<file path="src/rtl/id_gen_pkg.sv">
// Shared constants and state encoding for the identifier token generator.
// ASCII anchors, alphabet/digit moduli and the 2-bit FSM state type.
package id_gen_pkg;

    localparam logic [7:0] CH_UPPER_A = 8'd65;
    localparam logic [7:0] CH_LOWER_A = 8'd97;
    localparam logic [7:0] CH_ZERO    = 8'd48;
    localparam logic [7:0] CH_SPACE   = 8'd32;
    localparam int         ALPHA_CNT  = 26;
    localparam int         DIGIT_CNT  = 10;

    typedef enum logic [1:0] {
        IDLE  = 2'd0,
        ALPHA = 2'd1,
        DIGIT = 2'd2,
        DELIM = 2'd3
    } state_t;

    // Out-of-range letter indices start the run at 'a'/'A'.
    function automatic logic [4:0] clamp_alpha(input logic [4:0] idx);
        return (idx > 5'd25) ? 5'd0 : idx;
    endfunction

endpackage

</file>
<file path="src/rtl/id_gen_if.sv">
// Character stream handshake between the token generator and its sink.
// Transfer occurs on any cycle with char_valid & char_ready.
interface id_gen_if;
    logic [7:0] char_out;
    logic       char_valid;
    logic       char_ready;

    modport master (output char_out, output char_valid, input char_ready);
    modport slave  (input char_out, input char_valid, output char_ready);
endinterface

</file>
<file path="src/rtl/id_gen_wrapcnt.sv">
// Modulo-N up-counter with synchronous load (priority) and step enable.
// Count is registered; a step from N-1 returns to 0.
module id_gen_wrapcnt #(
    parameter int N = 26,
    parameter int W = 5
) (
    input  logic         clk,
    input  logic         rst_n,
    input  logic         load,
    input  logic [W-1:0] load_val,
    input  logic         en,
    output logic [W-1:0] cnt
);

    logic [W-1:0] cnt_q;

    always_ff @(posedge clk or negedge rst_n) begin
        if (!rst_n) begin
            cnt_q <= '0;
        end else if (load) begin
            cnt_q <= load_val;
        end else if (en) begin
            cnt_q <= (cnt_q == W'(N - 1)) ? '0 : cnt_q + W'(1);
        end
    end

    assign cnt = cnt_q;

endmodule

</file>
<file path="src/rtl/id_gen.sv">
// Emits one identifier-shaped token (letters, digits, space) per accepted start.
// First char valid the cycle after start; char_out and state hold while char_ready is low.
module id_gen
    import id_gen_pkg::*;
#(
    parameter int LEN_W = 4
) (
    input  logic             clk,
    input  logic             rst_n,
    input  logic             start,
    input  logic [LEN_W-1:0] alpha_len,
    input  logic [LEN_W-1:0] digit_len,
    input  logic [4:0]       first_alpha,
    input  logic             upper,
    id_gen_if.master         chr,
    output logic             busy,
    output logic             done,
    output logic             expect_id
);

    state_t           state_q, state_d;
    logic [LEN_W-1:0] alpha_rem_q, digit_rem_q;
    logic             upper_q;
    logic             expect_q;
    logic             done_q;
    logic [4:0]       letter_idx;
    logic [3:0]       digit_idx;
    logic [7:0]       char_c;
    logic             valid_c;
    logic             xfer;
    logic             accept;
    logic             alpha_step;
    logic             digit_step;

    assign xfer       = valid_c & chr.char_ready;
    assign accept     = (state_q == IDLE) & start;
    assign alpha_step = (state_q == ALPHA) & xfer;
    assign digit_step = (state_q == DIGIT) & xfer;

    id_gen_wrapcnt #(.N(ALPHA_CNT), .W(5)) u_letter_cnt (
        .clk      (clk),
        .rst_n    (rst_n),
        .load     (accept),
        .load_val (clamp_alpha(first_alpha)),
        .en       (alpha_step),
        .cnt      (letter_idx)
    );

    // Digits restart at '0' for every token regardless of where the last one ended.
    id_gen_wrapcnt #(.N(DIGIT_CNT), .W(4)) u_digit_cnt (
        .clk      (clk),
        .rst_n    (rst_n),
        .load     (accept),
        .load_val (4'd0),
        .en       (digit_step),
        .cnt      (digit_idx)
    );

    always_ff @(posedge clk or negedge rst_n) begin
        if (!rst_n) begin
            state_q <= IDLE;
        end else begin
            state_q <= state_d;
        end
    end

    always_comb begin
        state_d = state_q;
        char_c  = 8'd0;
        valid_c = 1'b0;
        case (state_q)
            IDLE: begin
                if (start) begin
                    if (alpha_len != '0) begin
                        state_d = ALPHA;
                    end else if (digit_len != '0) begin
                        state_d = DIGIT;
                    end else begin
                        state_d = DELIM;
                    end
                end
            end
            ALPHA: begin
                valid_c = 1'b1;
                char_c  = (upper_q ? CH_UPPER_A : CH_LOWER_A) + {3'b000, letter_idx};
                if (chr.char_ready && alpha_rem_q == LEN_W'(1)) begin
                    state_d = (digit_rem_q != '0) ? DIGIT : DELIM;
                end
            end
            DIGIT: begin
                valid_c = 1'b1;
                char_c  = CH_ZERO + {4'b0000, digit_idx};
                if (chr.char_ready && digit_rem_q == LEN_W'(1)) begin
                    state_d = DELIM;
                end
            end
            DELIM: begin
                valid_c = 1'b1;
                char_c  = CH_SPACE;
                if (chr.char_ready) begin
                    state_d = IDLE;
                end
            end
            default: begin
                state_d = IDLE;
            end
        endcase
    end

    // Remaining-count registers run down to 1; the transfer at 1 ends the run.
    always_ff @(posedge clk or negedge rst_n) begin
        if (!rst_n) begin
            alpha_rem_q <= '0;
            digit_rem_q <= '0;
            upper_q     <= 1'b0;
            expect_q    <= 1'b0;
            done_q      <= 1'b0;
        end else begin
            done_q <= (state_q == DELIM) & xfer;
            if (accept) begin
                alpha_rem_q <= alpha_len;
                digit_rem_q <= digit_len;
                upper_q     <= upper;
                expect_q    <= (alpha_len != '0) & (digit_len != '0);
            end else begin
                if (alpha_step) begin
                    alpha_rem_q <= alpha_rem_q - LEN_W'(1);
                end
                if (digit_step) begin
                    digit_rem_q <= digit_rem_q - LEN_W'(1);
                end
            end
        end
    end

    assign chr.char_out   = char_c;
    assign chr.char_valid = valid_c;
    assign busy           = (state_q != IDLE);
    assign done           = done_q;
    assign expect_id      = expect_q;

endmodule

</file>
<file path="src/flat_wrapper.sv">
// flat-port wrapper written by rule: the top's interface ports become plain ports
module id_gen_flat import id_gen_pkg::*;
#(
    parameter int LEN_W = 4
)
  (clk, rst_n, start, alpha_len, digit_len, first_alpha, upper, busy, done, expect_id, chr_char_out, chr_char_valid, chr_char_ready);
  id_gen_if chr_i ();
  input  logic clk;
  input  logic rst_n;
  input  logic start;
  input  logic [LEN_W-1:0] alpha_len;
  input  logic [LEN_W-1:0] digit_len;
  input  logic [4:0] first_alpha;
  input  logic upper;
  output logic busy;
  output logic done;
  output logic expect_id;
  output wire logic [$bits(chr_i.char_out)-1:0] chr_char_out;
  output wire logic [$bits(chr_i.char_valid)-1:0] chr_char_valid;
  input wire logic [$bits(chr_i.char_ready)-1:0] chr_char_ready;
  assign chr_char_out = chr_i.char_out;
  assign chr_char_valid = chr_i.char_valid;
  assign chr_i.char_ready = chr_char_ready;
  id_gen #(.LEN_W(LEN_W)) u_core (.clk(clk), .rst_n(rst_n), .start(start), .alpha_len(alpha_len), .digit_len(digit_len), .first_alpha(first_alpha), .upper(upper), .chr(chr_i), .busy(busy), .done(done), .expect_id(expect_id));
endmodule
</file>
<file path="config.mk">
export PLATFORM = sky130hd
export DESIGN_NAME = id_gen_flat
export DESIGN_NICKNAME = d
export VERILOG_FILES = /design/src/rtl/id_gen_pkg.sv /design/src/rtl/id_gen_if.sv /design/src/rtl/id_gen_wrapcnt.sv /design/src/rtl/id_gen.sv /design/src/flat_wrapper.sv
export SDC_FILE = /design/constraint.sdc
export NUM_CORES = 1
export LEC_CHECK = 0
export ABC_AREA = 0
export CAP_MARGIN = 20
export CORE_UTILIZATION = 38
export CTS_CLUSTER_SIZE = 8
export DETAILED_ROUTE_END_ITERATION = 6
export GPL_ROUTABILITY_DRIVEN = 0
export PLACE_DENSITY = 0.71
export SLEW_MARGIN = 40
export SYNTH_ARGS = -nofsm -noshare
export SYNTH_HDL_FRONTEND = slang
export SYNTH_SLANG_ARGS = --single-unit
</file>
<file path="constraint.sdc">
create_clock -name clk -period 2.45 [get_ports clk]
set_input_delay 0.49 -clock clk [delete_from_list [all_inputs] [get_ports clk]]
set_output_delay 0.49 -clock clk [all_outputs]
set_load 0.02 [all_outputs]
</file>
==> run_1/layer_met1.png <==
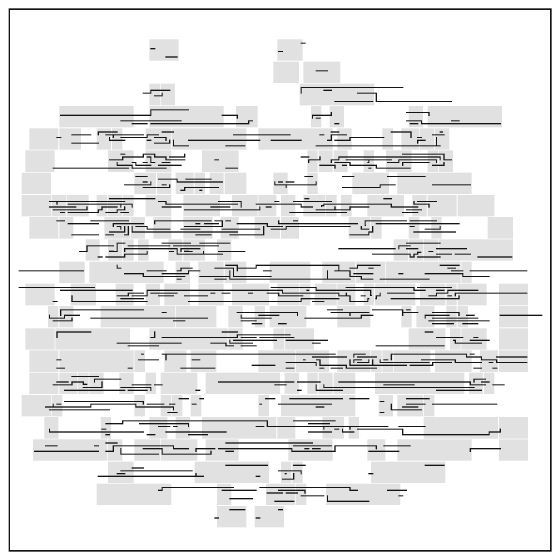
The layer carries 1,690 um of wire. The wires run mostly horizontal. The longest straight run is 21.2 um. 205 nets have wire on it. The layer holds 49% of the routed length.
final wirelength: 3.46 mm
met1 usage: 25.4%
via count: 1,359

==> run_1/layer_met2.png <==
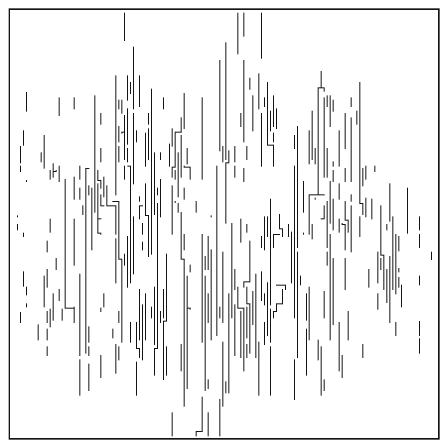
The layer carries 1,580 um of wire. The wires run mostly vertical.
met2 Use GR: 29.1%

==> run_1/cell_density.png <==
Scale bar: 20 um. The die is cut into 7 by 7 equal tiles; dark blue is low, red is high, 0 to 100% covered.
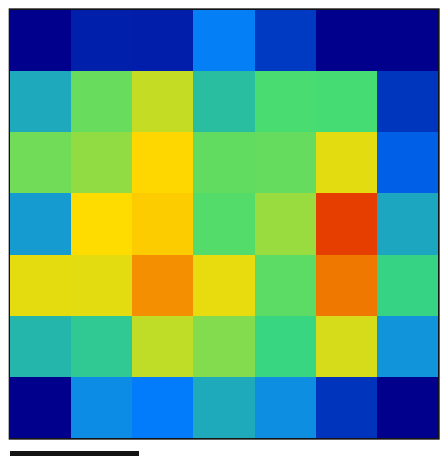
The emptiest ninth of the die: top right. 10% of the tiles are nearly empty. The fullest tile reaches 93%. The mean over all tiles is 44%. 10% of the tiles are over 75% full.

==> run_1/sizes.png <==
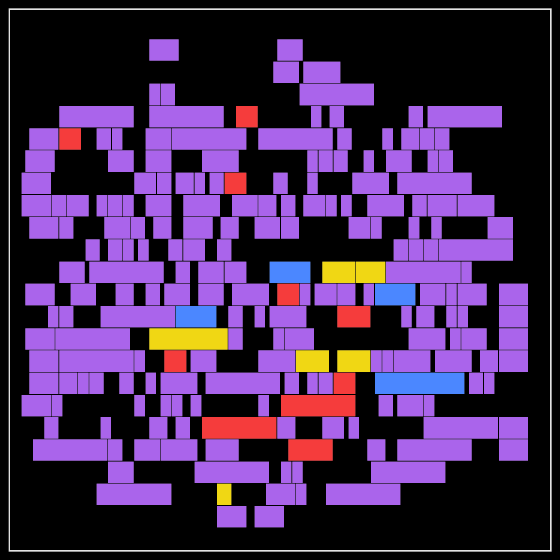
Yellow stands for _2 cells, cells 6, share 2.8%. Red stands for _3 and _4 cells, cells 10, share 4.7%, most used buf_4. Blue stands for _6 and larger, cells 4, share 1.9%, most used clkbuf_8. Purple stands for _0 and _1 cells, cells 192, share 91%.
design area: 2000 um2
Non-CTS buffers: 35
Syn-to-layout area delta: 28.1%

==> results_slide.txt, run 1 <==
Implementation Results

Outcome
  • Status: finished clean

Logic synthesis
  • Post-Syn Area: 1560 um2
  • Net Count, Synth: 211
  • Post-synthesis simple-gate area fraction: 22.3%
  • Dominant flop cell: dfrtp_1
  • Adder-cell area share of the yosys netlist: 11.2%
  • Yosys reg bits: 22

Layout
  • Top Layout Cells: nand2_1, clkdlybuf4s50_1, dfrtp_1

STA
  • Final Hold Viols: 0
  • Final Cycle Share: 93.6%
  • Final setup fails: 0
  • Worst rel slew slack: 63.8%
  • RSZ-0062 raised after global routing: false

Global route
  • Initial antenna violation count: 0
  • Vias in the first global route: 1,282

Power
  • Combinational share of power: 57.0%
  • Seq pwr share: 29.0%
  • Switching share of power: 42.5%
  • Pwr Density: 1220 nW/um2

Detailed routing
  • DR DRC count: 0
  • Final ANT Viol Nets: 0

Placement
  • Port bufs: 29
  • Pre-CTS WS: 0.0501 ns
  • Dpl hpwl: 2.60 mm

Clock tree
  • # clock sinks: 22
  • H-tree levels: 1

Die
  • Io pins: 30

Setup path
  • CP startpoint: u_core.state_q[1]
  • Critical Path Sink Type: primary output
-- run 1: per-layer routing --
metal | GRT usage (%) | wire length (um) | up-vias
met1 | 25.4 | 1690 | 635
met2 | 29.1 | 1580 | 36
met3 | 4.14 | 169 | 2
li1 | - | - | 686
met5 | 0 | 0 | -
met4 | 2.39 | 18 | 0
-- run 1: power groups by stage --
stage / Sequential [mW] / Combinational [mW] / Clock (mW)
floorplan: 0.685 / 0.990 / 0
global placement: 0.699 / 1.40 / 0
detailed placement: 0.702 / 1.41 / 0
CTS: 0.699 / 1.40 / 0.351
global route: 0.735 / 1.58 / 0.368
finish: 0.708 / 1.39 / 0.342
-- run 1: cells by family after synthesis --
family,after synthesis
mux,3
fa+ha+maj,14
compound gates,45
flops,22
buf+inv,18
xor+xnor,10
simple gates,67
-- run 1: cell type report --
type                       instances  share of cell area, %
clock buffer                       3                   2.06
inverter                          12                   2.25
clock inverter                     1                   1.50
sequential                        22                   27.6
timing repair buffer              35                   16.4
tap                               48                   3.00
multi-input combinational        139                   47.2
-- run 1: worst max-delay path: stages, from the launching register on --
cell and delay (ns):
dfrtp_1 0.44, inv_1 0.14, ha_1 0.22, buf_4 0.17, o22ai_1 0.20, dlygate4sd2_1 0.36
-- run 1: final timing paths --
path | end | slack, ns | depth (start not counted)
worst max-delay path | chr_char_out[5] | 0.16 | 5
worst min-delay path | u_core.expect_id | 0.51 | 2
worst max register to register | u_core.digit_rem_q[3] | 0.48 | 7
worst min register to register | u_core.expect_id | 0.51 | 2
max in group asynchronous | u_core.state_q[0] | 1.65 | 2
min in group asynchronous | u_core.u_letter_cnt.cnt[1] | 0.56 | 2
-- run 1: through the flow --
stage / std cells / hold WS [ns] / cell area, um2 / TNS, ns / total power [mW]
detailed placement: 256 / 0.502 / 1910 / 0 / 2.12
global placement: 256 / 0.484 / 1910 / 0 / 2.10
finish: 260 / 0.512 / 2000 / 0 / 2.45
floorplan: 179 / 0.194 / 1560 / 0 / 1.67
CTS: 260 / 0.520 / 1990 / -0.0554 / 2.45
global route: 260 / 0.587 / 2000 / 0 / 2.68
-- run 1: cell usage after synthesis (2+ instances only) --
cell / number / area share, %
nor2_1: 15 / 3.6
ha_1: 14 / 11
clkbuf_1: 3 / 0.72
nand3_1: 4 / 1.3
nand2_1: 21 / 5.0
xnor2_1: 6 / 3.4
and3_1: 2 / 0.80
nor3_1: 6 / 1.9
buf_6: 2 / 1.4
inv_1: 12 / 2.9
a2bb2oi_1: 2 / 1.1
a22oi_1: 2 / 0.96
nand2b_1: 2 / 0.80
and3b_1: 2 / 1.1
xor2_1: 4 / 2.2
mux2i_1: 2 / 1.3
o21ai_0: 15 / 4.8
a21oi_1: 14 / 4.5
and2_1: 3 / 1.2
o31ai_1: 2 / 0.96
dfrtp_1: 22 / 35
nor4_1: 4 / 1.6
-- run 1: registers in the layout, indices dropped and copies added (netlist names) --
register	flops
u_core.u_letter_cnt.cnt	5
u_core.alpha_rem_q	4
u_core.digit_rem_q	4
u_core.u_digit_cnt.cnt	4
u_core.state_q	2
u_core.done	1
u_core.expect_id	1
u_core.upper_q	1
-- run 1: repair_timing --
item                       in CTS  in global routing
hold buffers                    0                  0
resized                         9                  7
setup endpoints to repair       8                  3
==> run_1/congestion.png <==
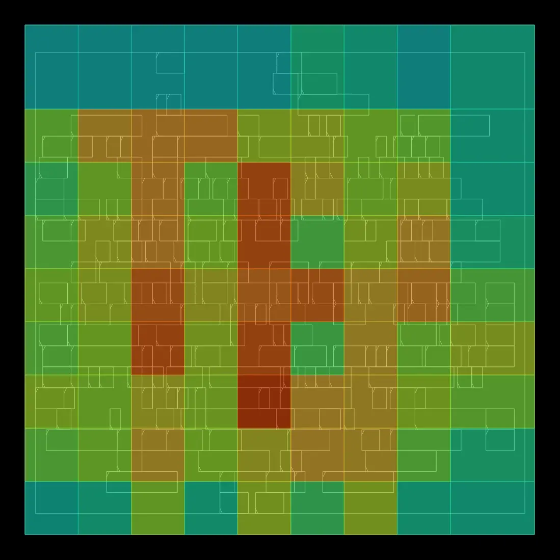

==> run 2: changes to the inputs <==
--- a/config.mk
+++ b/config.mk
@@ -12,6 +12,7 @@
 export DETAILED_ROUTE_END_ITERATION = 6
 export GPL_ROUTABILITY_DRIVEN = 0
 export PLACE_DENSITY = 0.71
+export RECOVER_POWER = 50
 export SLEW_MARGIN = 40
 export SYNTH_ARGS = -nofsm -noshare
 export SYNTH_HDL_FRONTEND = slang
==> run_2/congestion.png <==
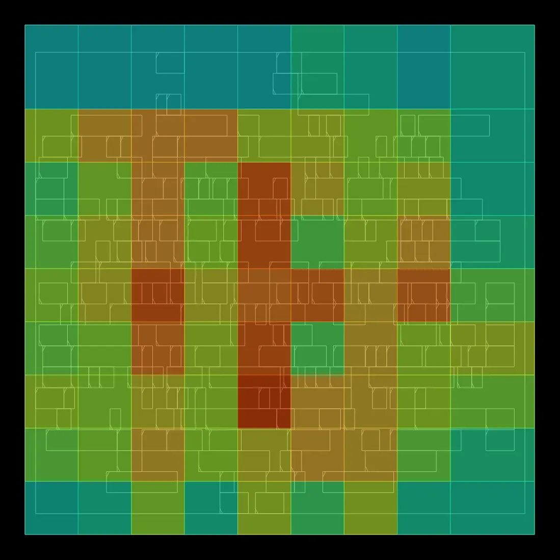
WL/cell: 13.3 um
busiest layer in global routing: met2

==> run_2/cell_density.png <==
Scale bar: 20 um. The die is cut into 7 by 7 equal tiles; dark blue is low, red is high, 0 to 100% covered.
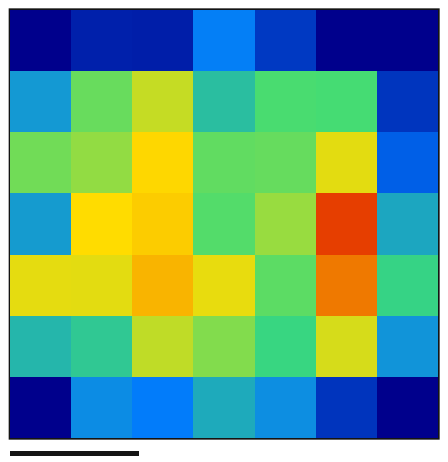
The emptiest ninth of the die: top right. 10% of the tiles are nearly empty. The mean over all tiles is 44%. The fullest tile reaches 93%.
Core Area: 3800 um2
FP Core Util: 41.1%
Util after Layout: 52.5%

==> run 2 against run 1 <==
  * Via count rose by 0.29%
  * Cell area fell by 0.38%
  * Wire length rose by 0.23%
  * Sequential cell count did not move
  * Synthesized cell count did not move
  * Global-route usage did not move
  * Die area did not move
  * Power fell by 0.29%
  * Sequential power barely moved
  * First-iteration DRC count fell by 13%
  * Fmax barely moved
  * Critical path type unchanged
  * Largest cell class unchanged
==> results_slide.txt, run 2 <==
Implementation Results

Logic synthesis
  • Dominant flop cell: dfrtp_1
  • Net Count, Synth: 211
  • Top-count cell post-synth: dfrtp_1
  • Post-Syn Area: 1560 um2
  • Yosys reg bits: 22
  • Top cells by area: dfrtp_1, ha_1, nand2_1
  • Post-synth top cells: dfrtp_1, nand2_1, nor2_1, o21ai_0

Global route
  • Initial antenna violation count: 0
  • Met2 Use GR: 29.1%
  • Met1 usage: 25.4%
  • Met3 usage: 4.14%

Power
  • Pwr Density: 1220 nW/um2
  • Combinational share of power: 56.9%
  • Pwr Total: 2.44 mW

Setup path
  • CP max-delay cell: dfrtp_1
  • Critical Path Sink Type: primary output
  • Largest stage delay, worst path: 0.44 ns

Detailed routing
  • Via count: 1,363

Placement
  • Placed insts: 256
  • Port bufs: 29

Layout
  • Design area: 1990 um2
  • Top Layout Cells: nand2_1, dfrtp_1, clkdlybuf4s50_1
  • Finished Layout Cells: 260

Outcome
  • Status: finished clean

STA
  • Final setup fails: 0
  • Final Hold Viols: 0
  • Final Cycle Share: 93.7%

Die
  • Io pins: 30

Clock tree
  • H-tree levels: 1
-- run 2: layer usage --
layer / up-vias / routed length [um]
met4: 0 / 18
li1: 686 / -
met1: 639 / 1690
met2: 36 / 1590
met3: 2 / 169
met5: - / 0
-- run 2: final timing paths --
path                              startpoint                          to  slack [ns]
min reg2reg                 u_core.expect_id            u_core.expect_id        0.51
max                        u_core.state_q[1]             chr_char_out[5]        0.15
min in group asynchronous              rst_n  u_core.u_letter_cnt.cnt[1]        0.98
max reg2reg                u_core.state_q[0]  u_core.u_letter_cnt.cnt[4]        0.40
max in group asynchronous              rst_n           u_core.state_q[0]        0.68
min                         u_core.expect_id            u_core.expect_id        0.51
-- run 2: cell type report --
class,count,area [um2]
Clock buffer,3,41.3
Clock inverter,1,30.0
Fill cell,384,1810
Inverter,12,45.0
Multi-Input combinational cell,139,943
Sequential cell,22,552
Tap cell,48,60.1
Timing Repair Buffer,35,322
-- run 2: worst max-delay path: cells and delay by family (launching register included) --
kind | cells | cell delay, ns
adders and majority gates | 1 | 0.22
buffers and inverters | 3 | 0.67
AOI/OAI and AO/OA | 1 | 0.20
DFF | 1 | 0.44
-- run 2: power by group through the flow --
| stage | registers, mW | clock network (mW) | logic, mW |
|---|---|---|---|
| global placement | 0.699 | 0 | 1.40 |
| global route | 0.735 | 0.368 | 1.57 |
| finish | 0.708 | 0.342 | 1.39 |
| detailed placement | 0.702 | 0 | 1.41 |
| CTS | 0.699 | 0.351 | 1.40 |
| floorplan | 0.685 | 0 | 0.990 |
-- run 2: cells by family after synthesis --
group / after synthesis / share of synthesized area [%]
compound gates: 45 / 17.5
xor+xnor: 10 / 5.61
fa+ha+maj: 14 / 11.2
buf+inv: 18 / 5.93
flops: 22 / 35.3
mux: 3 / 2.24
simple gates: 67 / 22.3
-- run 2: stage by stage --
step | hold WS [ns] | setup WS, ns | utilization (%)
after global routing | 0.588 | 0.0456 | 52.5
after floorplan | 0.194 | 0.378 | -
after detailed placement | 0.502 | 0.0501 | 50.3
final | 0.512 | 0.155 | 52.5
after global placement | 0.484 | 0.0931 | 50.3
after CTS | 0.520 | -0.0358 | 52.3
-- run 2: repair_timing --
| item | 4_1_cts | 5_1_grt |
|---|---|---|
| endpoints found under the setup margin | 8 | 3 |
| setup buffers | 0 | 0 |
| resized | 9 | 7 |
| cloned | 0 | 0 |
==> run_2/layer_met1.png <==
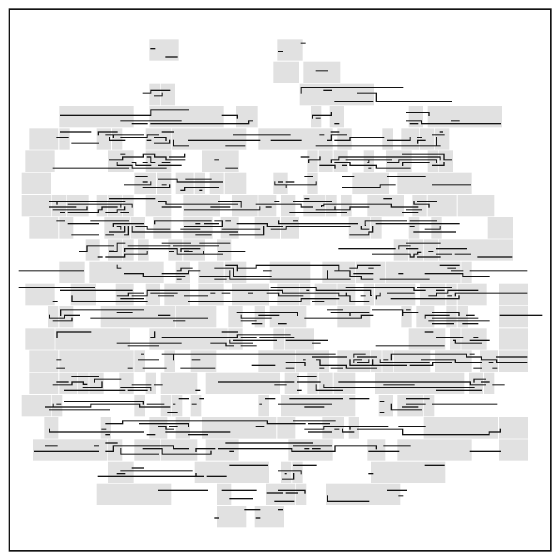

==> run 3: changes to the inputs <==
--- a/config.mk
+++ b/config.mk
@@ -6,14 +6,15 @@
 export NUM_CORES = 1
 export LEC_CHECK = 0
 export ABC_AREA = 0
-export CAP_MARGIN = 20
 export CORE_UTILIZATION = 38
 export CTS_CLUSTER_SIZE = 8
 export DETAILED_ROUTE_END_ITERATION = 6
 export GPL_ROUTABILITY_DRIVEN = 0
-export PLACE_DENSITY = 0.71
+export PLACE_DENSITY = 0.7
 export RECOVER_POWER = 50
 export SLEW_MARGIN = 40
 export SYNTH_ARGS = -nofsm -noshare
 export SYNTH_HDL_FRONTEND = slang
+export SYNTH_HIERARCHICAL = 1
 export SYNTH_SLANG_ARGS = --single-unit
+export TNS_END_PERCENT = 30
==> run_3/layer_met1.png <==
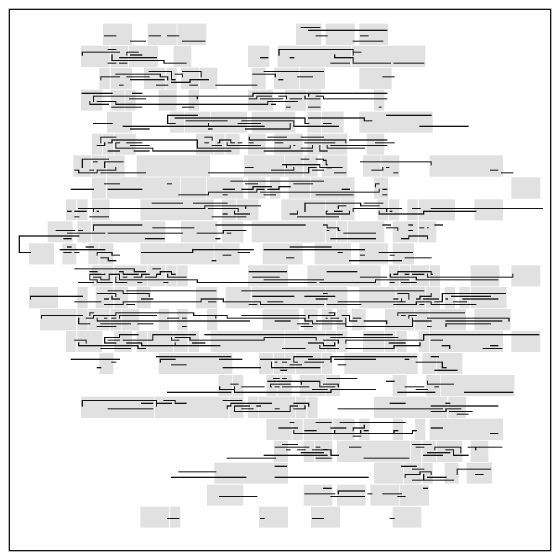
The layer carries 1,810 um of wire. 227 nets have wire on it. The longest straight run is 22.5 um. The wires run mostly horizontal.
via count: 1,405
final wirelength: 3.55 mm
met1 usage: 24.5%

==> run_3/congestion.png <==
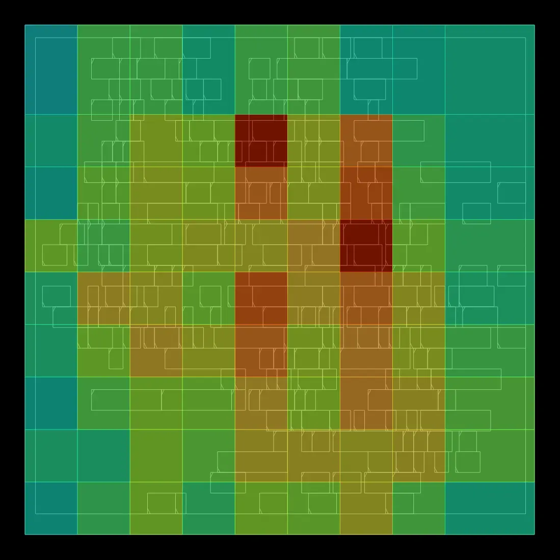
met3 usage: 2.23%
Util after Layout: 51.5%
gr usage total: 17.7%
WL/cell: 12.7 um

==> run 3 against run 2 <==
  * Utilization down 1.0 points
  * Wire length increased by 2.5%
  * Synthesized cell count grew 6.1%
  * Cell area is 4.0% higher
  * Critical endpoint is now chr_char_out[1]
  * Largest cell class unchanged
  * Area after synthesis rose by 2.6%
==> results_slide.txt, run 3 <==
Implementation Results

STA
  • Final Cycle Share: 99.4%
  • Final setup fails: 0
  • Worst rel slew slack: 18.9%
  • Fin Hold WS: 0.497 ns
  • RSZ-0062 raised after global routing: true
  • Final Hold Viols: 0
  • Setup WS post-layout: 0.0143 ns

Setup path
  • CP max-delay cell: clkdlybuf4s50_1
  • Worst R2R End: u_core/state_q[1]
  • FF-to-FF path depth: 7
  • Buf/Inv on CP: 2
  • CP startpoint: u_core/state_q[1]
  • Crit-path cells: inv_1 -> ha_2 -> a22oi_1 -> nor2_1 -> clkdlybuf4s50_1
  • Crit path to: chr_char_out[1]
  • FF-to-FF Start: u_core/state_q[1]
  • Critical Path Sink Type: primary output
  • Largest stage delay, worst path: 0.60 ns
  • Crit. path cell count: 5

Logic synthesis
  • Top cells by area: dfrtp_1, ha_1, a21oi_1
  • Adder-cell area share of the yosys netlist: 10.1%
  • Yosys reg bits: 22
  • Top-count cell post-synth: dfrtp_1
  • Post-synth top cells: dfrtp_1, nand2_1, nor2_1
  • Cell taking the most area after synthesis: dfrtp_1
  • Dominant flop cell: dfrtp_1
  • Dominant comb cell: simple AND/OR/NAND/NOR gates
  • Yosys aoi share: 17.6%
  • Post-Syn Area: 1600 um2
  • Mux frac, synth: 2.26%
  • Post-synthesis simple-gate area fraction: 23.7%
  • XOR-XNOR Cells, Area Fraction: 6.01%

Die
  • Io pins: 30
  • Core Area: 4030 um2

Clock tree
  • # clock sinks: 22
  • Postcts setup bufs: 0
  • H-tree levels: 1

Placement
  • Pre-CTS WS: 0.0515 ns
  • Placed insts: 275
  • Dpl hpwl: 2.73 mm
  • Port bufs: 29

Power
  • Pwr Density: 1190 nW/um2
  • Pwr Total: 2.47 mW

Layout
  • Fillers: 383
  • Finished Layout Cells: 279
  • Syn-to-layout area delta: 29.4%

Global route
  • Vias in the first global route: 1,294
  • Initial antenna violation count: 0

Outcome
  • Status: finished clean

Detailed routing
  • Final ANT Viol Nets: 0
[run 3: cell types whose count changed after synthesis, moves of 3 or more]
cell     change
nor2b_1      +9
nor3_1       -5
buf_2        +3
inv_1        +3
nand3_1      +3
[run 3: cell families after synthesis]
kind of cell	Yosys count
AOI/OAI and AO/OA	46
adders and majority gates	13
xor gates and xnor gates	11
DFF	22
muxes	3
and+or+nand+nor	72
other	1
buffers and inverters	22
[run 3: worst register-to-register path, stage by stage, from the launching register on]
cell     delay [ns]
dfrtp_1        0.43
inv_1          0.12
ha_2           0.25
buf_4          0.17
nor2_1         0.10
o22ai_1        0.07
a221o_1        0.33
mux2_4         0.32
[run 3: what timing repair did]
| action | in CTS | in global routing |
|---|---|---|
| endpoints found under the hold margin | 0 | 0 |
| resized | 6 | 5 |
| setup endpoints to repair | 8 | 4 |
| hold buffers | 0 | 0 |
[run 3: cell type report]
type / count / area [um2] / area share, %
Multi-Input combinational cell: 149 / 987 / 47.6
Clock buffer: 4 / 55.1 / 2.66
Sequential cell: 22 / 551 / 26.6
Tap cell: 50 / 62.6 / 3.02
Inverter: 15 / 56.3 / 2.72
Timing Repair Buffer: 39 / 362 / 17.4
[run 3: worst min path at each step]
stage / to / slack [ns] / cells after the start
final: u_core/expect_id / 0.50 / 2
after global placement: u_core/expect_id / 0.47 / 2
after detailed placement: u_core/expect_id / 0.47 / 2
after global routing: u_core/expect_id / 0.56 / 2
after CTS: u_core/expect_id / 0.50 / 2
after floorplan: u_core/alpha_rem_q[0] / 0.19 / 0
[run 3: metrics by stage]
step	area, um2	setup TNS (ns)
6_report	2070	0
5_1_grt	2070	-0.0750
2_1_floorplan	1610	0
3_5_place_dp	2010	0
3_3_place_gp	2010	0
4_1_cts	2060	-0.0363
[run 3: report_power, final]
| part | switching (mW) | internal [mW] | total (mW) | leakage [nW] |
|---|---|---|---|---|
| clock network | 0.114 | 0.143 | 0.257 | 0.0288 |
| registers | 0.181 | 0.536 | 0.717 | 0.253 |
| logic | 0.793 | 0.707 | 1.50 | 0.660 |
| total | 1.09 | 1.39 | 2.47 | 0.942 |
[run 3: routing by layer]
metal	GRT usage, %	wire, um	share of wire (%)	up-vias
li1	-	-	-	732
met1	24.5	1810	51	654
met2	27.7	1630	46	17
met3	2.23	85	2.4	2
met4	6.65	34	0.96	0
met5	0	0	0	-
Power is estimated from default activity; no workload was simulated.
